### Cells colored by class

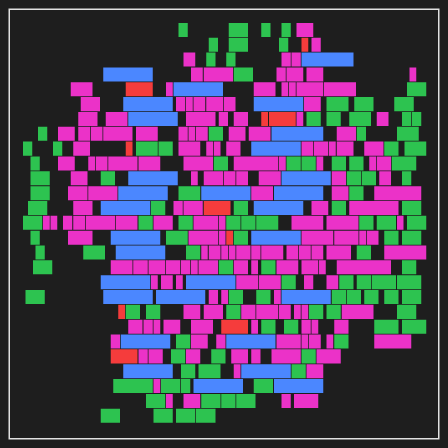
### Routed metal, one color a layer

Bar = 20 um.
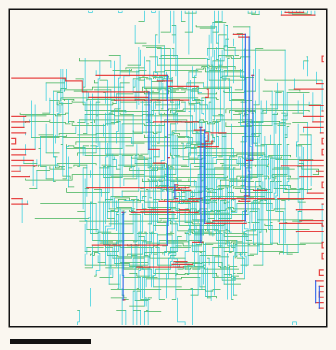
### Clock wires, drivers and flops

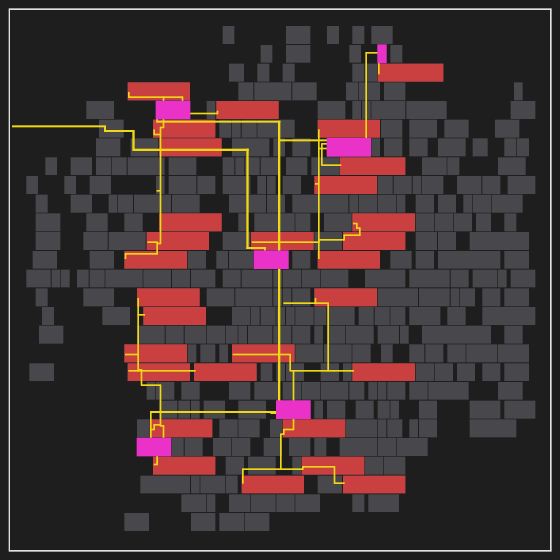
### PDN straps and rails

Bar = 20 um. Pins as bars on the die edge.
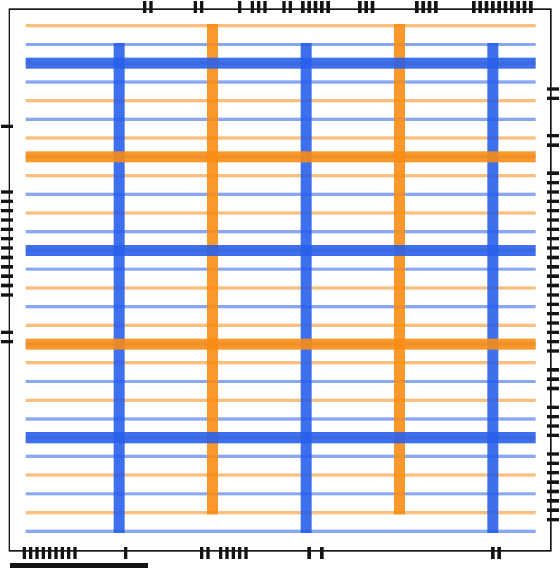
==> config.mk <==
export PLATFORM = sky130hd
export DESIGN_NAME = mmc1_serial_mapper_flat
export DESIGN_NICKNAME = d
export VERILOG_FILES = /design/src/rtl/mmc1_serial_mapper_if.sv /design/src/rtl/mmc1_serial_mapper.sv /design/src/flat_wrapper.sv
export SDC_FILE = /design/constraint.sdc
export NUM_CORES = 1
export LEC_CHECK = 0
export CAP_MARGIN = 20
export CORE_MARGIN = 2
export CORE_UTILIZATION = 40
export DETAILED_ROUTE_END_ITERATION = 7
export PLACE_DENSITY = 0.89
export SETUP_SLACK_MARGIN = 0.2
export SKIP_CTS_REPAIR_TIMING = 1
export SYNTH_ARGS = -nofsm -noshare
export SYNTH_HDL_FRONTEND = slang
export SYNTH_SLANG_ARGS = --single-unit
==> constraint.sdc <==
create_clock -name m2 -period 3.2 [get_ports m2]
set_input_delay 0.48 -clock m2 [delete_from_list [all_inputs] [get_ports m2]]
set_output_delay 0.48 -clock m2 [all_outputs]
set_load 0.005 [all_outputs]
==> impl_metrics.py <==
# Synthesis and PnR figures
metrics = {
    "final_layout": {
        "fin_cells": 400,
        "n_clock_buffer": 5,
        "clock_cell_area_share_pct": 2.65,
        "flops": 29,
        "diodes": 0,
        "inverters": 12,
        "sh_comb_area_pct": 42.4,
        "seq_area_sq_um": 728,
        "layout_top_cells": "buf_4 (53), clkdlybuf4s50_1 (27), dfrtn_1 (27)",
    },
    "routing": {
        "routed_via_density": 5.67,
        "drt-met1-wl_um": 2680,
        "wl_per_cell_um": 17.3,
        "ant_nets": 0,
        "routed-via-count": 2266,
    },
    "yosys": {
        "yosys.area.top_type": "dfrtn_1",
        "mux_share_pct": 13.4,
        "synthAoiAreaFrac_pct": 22.9,
        "yosys-top-cells-area": "dfrtn_1 (30%), mux2_2 (10%), buf_4 (9.1%)",
        "synth-main-ff-cell": "dfrtn_1",
        "syn_area_per_cell_sq_um": 9.16,
        "synthCells": 242,
        "xor_area_share_pct": 0,
        "ys_ff": 29,
        "ys_cells": 242,
        "synth.distinct_cells": 51,
        "ys_sh_adder_pct": 1.13,
    },
    "flow_run": {
        "tool_warnings": 40,
        "maxCapViolCount": 0,
    },
    "global_routing": {
        "antenna_found_initial": 0,
        "grt_start_max_net_pins": 30,
        "use_met2_pct": 37.1,
        "gr-max-usage-layer": "met2",
        "grtUsageMet3_pct": 4.94,
    },
    "place": {
        "routabilityCongestion": 0.905,
        "placedCellCount": 383,
    },
    "power": {
        "totalPowerFinal_w": 0.00156,
        "pwr.group.combinational_w": 0.000709,
        "p_leak_nw": 1.50,
        "seq_power_w": 0.000560,
        "maxPowerGroup": "combinational cells",
        "switching_share_pct": 34.5,
    },
    "worst_setup_path": {
        "worstPathCellList": "mux4_2 -> mux2_4 -> clkbuf_2",
        "cp.required_ns": 2.72,
        "ff2ff_setup_slack_ns": 1.12,
        "cp.depth": 3,
        "critPathBufInv": 1,
        "slowest_delay_ns": 0.48,
        "critPathLaunchType": "register",
        "r2r_cells": 8,
    },
    "sta": {
        "tightest_slew_ns": 0.535,
        "rsz0062_at_grt": "true",
        "worst_hold_slack_ns": 0.486,
        "setup-violations-final": 46,
        "worst_slack_ns": -0.405,
    },
    "floorplanning": {
        "initCoreUtil_pct": 40.8,
        "n_tap_cell": 72,
    },
    "clock_tree": {
        "cts_max_level": 2,
        "cts_tree": "done",
        "clk_path_buf_depth": 2,
        "clk_latency_ns": 0.34,
    },
    "status": {
        "status": "finished with violations",
        "violations": "negative setup slack",
    },
}
About 'Cells colored by class':
green -> other buffers and delay cells  # cells 114
red -> clock drivers and dummy loads  # cells 10
magenta -> combinational and other logic  # cells 175
blue -> flops  # cells 29
Design Area, Final: 3300 sq um
sequential cell area share: 22.0%
FP Rows: 27
Core ar.: 5440 sq um
post-layout util: 60.8%

About 'Routed metal, one color a layer':
cyan -> metal 2  # wire length 3530 um
red -> metal 3  # wire length 480 um
blue -> metal 4  # wire length 251 um
green -> metal 1  # wire length 2680 um
gr usage total: 21.7%
Detailed Route WL: 6940 um

About 'Clock wires, drivers and flops':
red -> flip-flops  # count 29
yellow -> clock wires  # length 394 um
magenta -> clock drivers  # count 7
routed clock nets = 8
Final Skew: 0.0500 ns
clock power share: 18.6%

About 'PDN straps and rails':
orange -> VDD
blue -> VSS
signal pins = 107
met5 straps = 5
Max VDD drop: 227 uV
Die Y: 78.5 um
Die X: 78.5 um

Power figures rest on the tool's default switching activity, not on a simulated workload.
